Fig. 1: signal wires on met1
Drawn at 8 px/um.
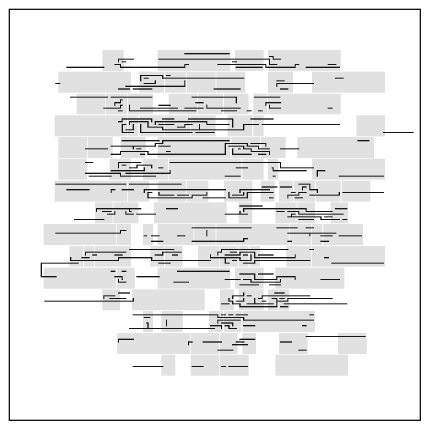
Fig. 2: met2 routing
Drawn at 10 px/um.
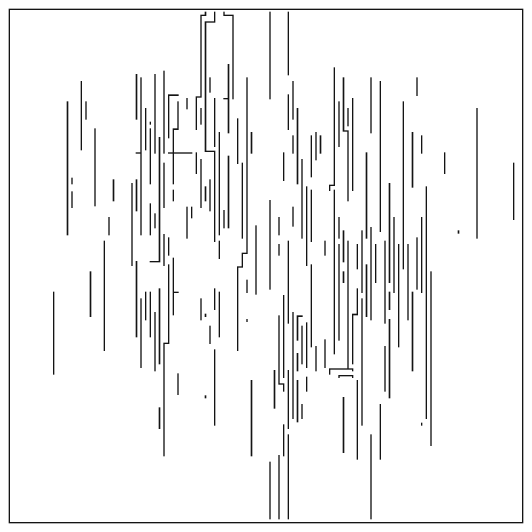
Fig. 3: metal 3
Drawn at 6 px/um.
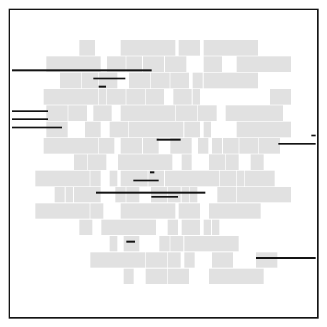
Fig. 4: congestion heat map
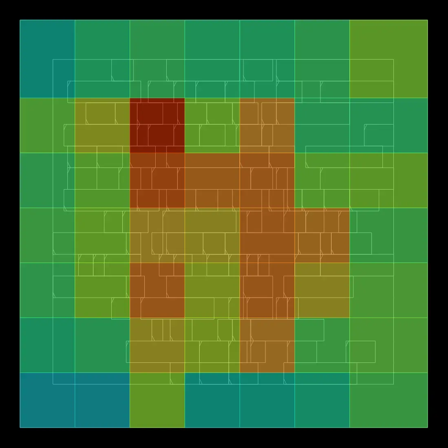
Fig. 5: ports around the boundary
Drawn at 10 px/um. Pins as bars across the die edge, other pins in gray.
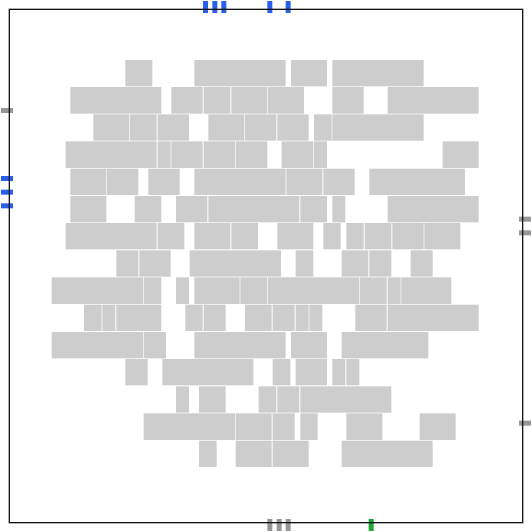
### src/rtl/serial_frame_tx.sv
// Serial frame transmitter: parallel word in over valid/ready, shifted out as
// start(0), data LSB-first, parity, stop(1); line idles high.
module serial_frame_tx #(
  parameter int unsigned DATA_WIDTH = 8,
  parameter int unsigned BIT_CYCLES = 1,
  parameter bit          PARITY_ODD = 1'b0
) (
  input  logic                  clock,
  input  logic                  reset_n,
  input  logic [DATA_WIDTH-1:0] in_data,
  input  logic                  in_valid,
  output logic                  in_ready,
  output logic                  ser_bit,
  output logic                  ser_valid,
  output logic                  bit_strobe,
  output logic                  frame_done
);

  localparam int unsigned CNT_W = (BIT_CYCLES > 1) ? $clog2(BIT_CYCLES) : 1;
  localparam int unsigned IDX_W = (DATA_WIDTH > 1) ? $clog2(DATA_WIDTH) : 1;
  localparam logic [CNT_W-1:0] CNT_LAST = CNT_W'(BIT_CYCLES - 1);
  localparam logic [IDX_W-1:0] IDX_LAST = IDX_W'(DATA_WIDTH - 1);

  typedef enum logic [2:0] {
    S_IDLE   = 3'd0,
    S_START  = 3'd1,
    S_DATA   = 3'd2,
    S_PARITY = 3'd3,
    S_STOP   = 3'd4
  } state_t;

  state_t                state_q, state_d;
  logic [CNT_W-1:0]      cnt_q, cnt_d;
  logic [IDX_W-1:0]      idx_q, idx_d;
  logic [DATA_WIDTH-1:0] shreg_q, shreg_d;
  logic                  parity_q, parity_d;
  logic                  in_ready_d, ser_bit_d, ser_valid_d, bit_strobe_d, frame_done_d;
  logic                  wrap;

  // State, datapath and registered outputs.
  always_ff @(posedge clock or negedge reset_n) begin
    if (!reset_n) begin
      state_q    <= S_IDLE;
      cnt_q      <= '0;
      idx_q      <= '0;
      shreg_q    <= '0;
      parity_q   <= 1'b0;
      in_ready   <= 1'b0;
      ser_bit    <= 1'b1;
      ser_valid  <= 1'b0;
      bit_strobe <= 1'b0;
      frame_done <= 1'b0;
    end else begin
      state_q    <= state_d;
      cnt_q      <= cnt_d;
      idx_q      <= idx_d;
      shreg_q    <= shreg_d;
      parity_q   <= parity_d;
      in_ready   <= in_ready_d;
      ser_bit    <= ser_bit_d;
      ser_valid  <= ser_valid_d;
      bit_strobe <= bit_strobe_d;
      frame_done <= frame_done_d;
    end
  end

  // Next state; outputs are derived from the next state so they register in step.
  always_comb begin
    state_d      = state_q;
    cnt_d        = cnt_q;
    idx_d        = idx_q;
    shreg_d      = shreg_q;
    parity_d     = parity_q;
    frame_done_d = 1'b0;
    wrap         = (cnt_q == CNT_LAST);

    if (state_q != S_IDLE) begin
      cnt_d = wrap ? '0 : cnt_q + CNT_W'(1);
    end

    case (state_q)
      S_IDLE: begin
        if (in_valid && in_ready) begin
          state_d  = S_START;
          shreg_d  = in_data;
          parity_d = (^in_data) ^ PARITY_ODD;
          cnt_d    = '0;
          idx_d    = '0;
        end
      end
      S_START: begin
        if (wrap) state_d = S_DATA;
      end
      S_DATA: begin
        if (wrap) begin
          if (idx_q == IDX_LAST) begin
            state_d = S_PARITY;
          end else begin
            idx_d   = idx_q + IDX_W'(1);
            shreg_d = shreg_q >> 1;
          end
        end
      end
      S_PARITY: begin
        if (wrap) state_d = S_STOP;
      end
      S_STOP: begin
        if (wrap) begin
          state_d      = S_IDLE;
          frame_done_d = 1'b1;
        end
      end
      default: begin
        state_d = S_IDLE;
        cnt_d   = '0;
        idx_d   = '0;
      end
    endcase

    in_ready_d   = (state_d == S_IDLE);
    ser_valid_d  = (state_d != S_IDLE);
    bit_strobe_d = ser_valid_d && (cnt_d == '0);
    case (state_d)
      S_START:  ser_bit_d = 1'b0;
      S_DATA:   ser_bit_d = shreg_d[0];
      S_PARITY: ser_bit_d = parity_d;
      default:  ser_bit_d = 1'b1;
    endcase
  end

endmodule

### config.mk
export PLATFORM = sky130hd
export DESIGN_NAME = serial_frame_tx
export DESIGN_NICKNAME = d
export VERILOG_FILES = /design/src/rtl/serial_frame_tx.sv
export SDC_FILE = /design/constraint.sdc
export NUM_CORES = 1
export LEC_CHECK = 0
export CORE_MARGIN = 4
export CORE_UTILIZATION = 55
export DETAILED_ROUTE_END_ITERATION = 12
export PLACE_DENSITY = 0.86
export SYNTH_ARGS = -nofsm -noshare
export SYNTH_HDL_FRONTEND = slang
export SYNTH_SLANG_ARGS = --single-unit
### constraint.sdc
create_clock -name clock -period 3.7 [get_ports clock]
set_clock_uncertainty 0.1 [all_clocks]
set_input_delay 1.11 -clock clock [delete_from_list [all_inputs] [get_ports clock]]
set_output_delay 1.11 -clock clock [all_outputs]
set_load 0.005 [all_outputs]
==> results.toml <==
# flow metrics
[power_and_ir_drop]
powerSeq_uw = 398
swShare_pct = 35.5
switchingPower_uw = 319
seq_power_share_pct = 44.3
comb-power_uw = 390
power-top-group = "sequential cells"
p_leak_nw = 0.549
power_density_nw_per_um2 = 748
comb_power_share_pct = 43.4
p_int_uw = 579
pg_clk_uw = 110
peakVddDrop_mv = 0.396

[global_route]
first_global_vias = 771
grt.overflow.total = 0
grtUsageMet2_pct = 29.0
grt_pass1_wl_um = 3180
grt_util_all_layers_pct = 16.7
busiest_layer = "met2"
grt_antenna_before_repair = 0

[synth]
synthTopCellsByCount = "20 x dfrtp_1, 8 x xnor2_1, 7 x a22o_1"
yosys-stat-cells = 89
synth_top_cell_by_count = "dfrtp_1"
ys_types = 30
area_leaders = "dfrtp_1 49%, xnor2_1 6.8%, a22o_1 6.0%"
mux_share_pct = 0
synth_adder_area_share_pct = 2.44
syn_inst = 89
yosysTopAreaCellShare_pct = 48.8
ys_warn_count = 0
ys_ff = 21
ys_sh_simple_pct = 16.5
aoi_share_pct = 18.4
ys_area_sq_um = 1030
yosys.area.top_type = "dfrtp_1"
synth_nets = 102

[final_timing]
finalHoldViolCount = 0
finalWorstSetupSlack_ps = 1160
layout_min_cycle_time_ps = 2540
worstMarginPinSlew_ps = 917
finalHoldWorstSlack_ps = 402
fmax_mhz = 394

[hold_path]
holdPathStages = 1
hold-path-endpoint = "shreg_q[6]$_DFFE_PN0P_"
hp-start = "shreg_q[6]$_DFFE_PN0P_"

[worst_setup_path]
crit_family = "flip-flops"
crit_chain = "clkdlybuf4s50_1"
cp-start-kind = "flop"
cp_data_arrival_time_ps = 1330
critical_path_class = "flop to primary output"
reg2reg_from = "idx_q[0]$_DFFE_PN0P_"
startpoint = "ser_bit$_DFF_PN1_"
crit_buf_inv = 1
cp-end-kind = "primary output"

[layout]
final_area_sq_um = 1200
drive_gt1_share_pct = 7.69
largestRegisters = "shreg_q (8), idx_q (3), state_q (3)"
final_nets = 118
regMostFlops = "shreg_q"
area_growth_pct = 17.0
largest_register_ffs = 8
seq_area_sq_um = 527
num_antenna_cells = 0

[floorplan]
rows = 15
initCoreUtil_pct = 58.8
io_pins = 16
die_area_sq_um = 2620

[clock_network]
cts.htree.levels = 1
clk_root_buffer_cell = "clkbuf_4"
clockBufferDepth = 2
postCtsSetupBuffers = 0
cts_sinks = 21
clock_latency_ps = 300

[routing]
ant_nets = 0

[placed_design]
place_area_sq_um = 1170
dp_hpwl_um = 1400
place_ws_ps = 826
gp_congestion = 0.783

[run_status]
status = "completed"

[run]
maxCapViolations = 0
warning_count = 26
-- Fig. 1 (at the start) --
The longest straight run is 13.8 um. The layer carries 801 um of wire. The wires run mostly horizontal.

-- Fig. 2 (at the start) --
105 nets have wire on it. The layer carries 935 um of wire. The wires run mostly vertical. The longest straight run is 23.1 um.

-- Fig. 3 (at the start) --
The layer holds 5.1% of the routed length. The wires run mostly horizontal. The layer carries 95.6 um of wire. 11 nets have wire on it. The longest straight run is 23.0 um.
WL final: 1860 um
Vias: 727
met3 Track Usage GR: 4.96%

-- Fig. 4 (at the start) --
M1 GR Usage: 18.6%
Routed WL per cell: 14.4 um

-- Fig. 5 (at the start) --
`bit_strobe`: drawn in green, pins 1, direction output, edge south. `in_data`: drawn in blue, pins 8, direction input, edge 5 north, 3 west.
All pins by edge: 5 north, 4 south, 4 west, 3 east.
number of I/O port buffers: 15
die boundary width: 51.2 um
Die Y: 51.2 um

-- area by class of cell --
cell class	instances	share of cell area (%)
repair buffers	15	12.5
flip-flops and latches	21	43.9
well taps	25	2.61
clock inverters	1	0.417
inverters	3	0.938
multi-input cells	61	37.7
clock buffers	3	1.88
-- metal layers --
| layer | vias to the layer above | routed length, um |
|---|---|---|
| met5 | - | 0 |
| met4 | 0 | 27 |
| met3 | 4 | 95 |
| met2 | 21 | 934 |
| met1 | 353 | 801 |
| li1 | 349 | - |
-- per-stage QoR --
step                      utilization [%]  instances  total power [mW]
after floorplan                         -         89             0.698
after global placement               67.2        125             0.771
after detailed placement             67.2        125             0.795
after CTS                            68.7        129             0.906
after global routing                 68.7        129             0.972
final                                68.7        129             0.898
No activity file was given, so power comes from the tool's default toggle rates.
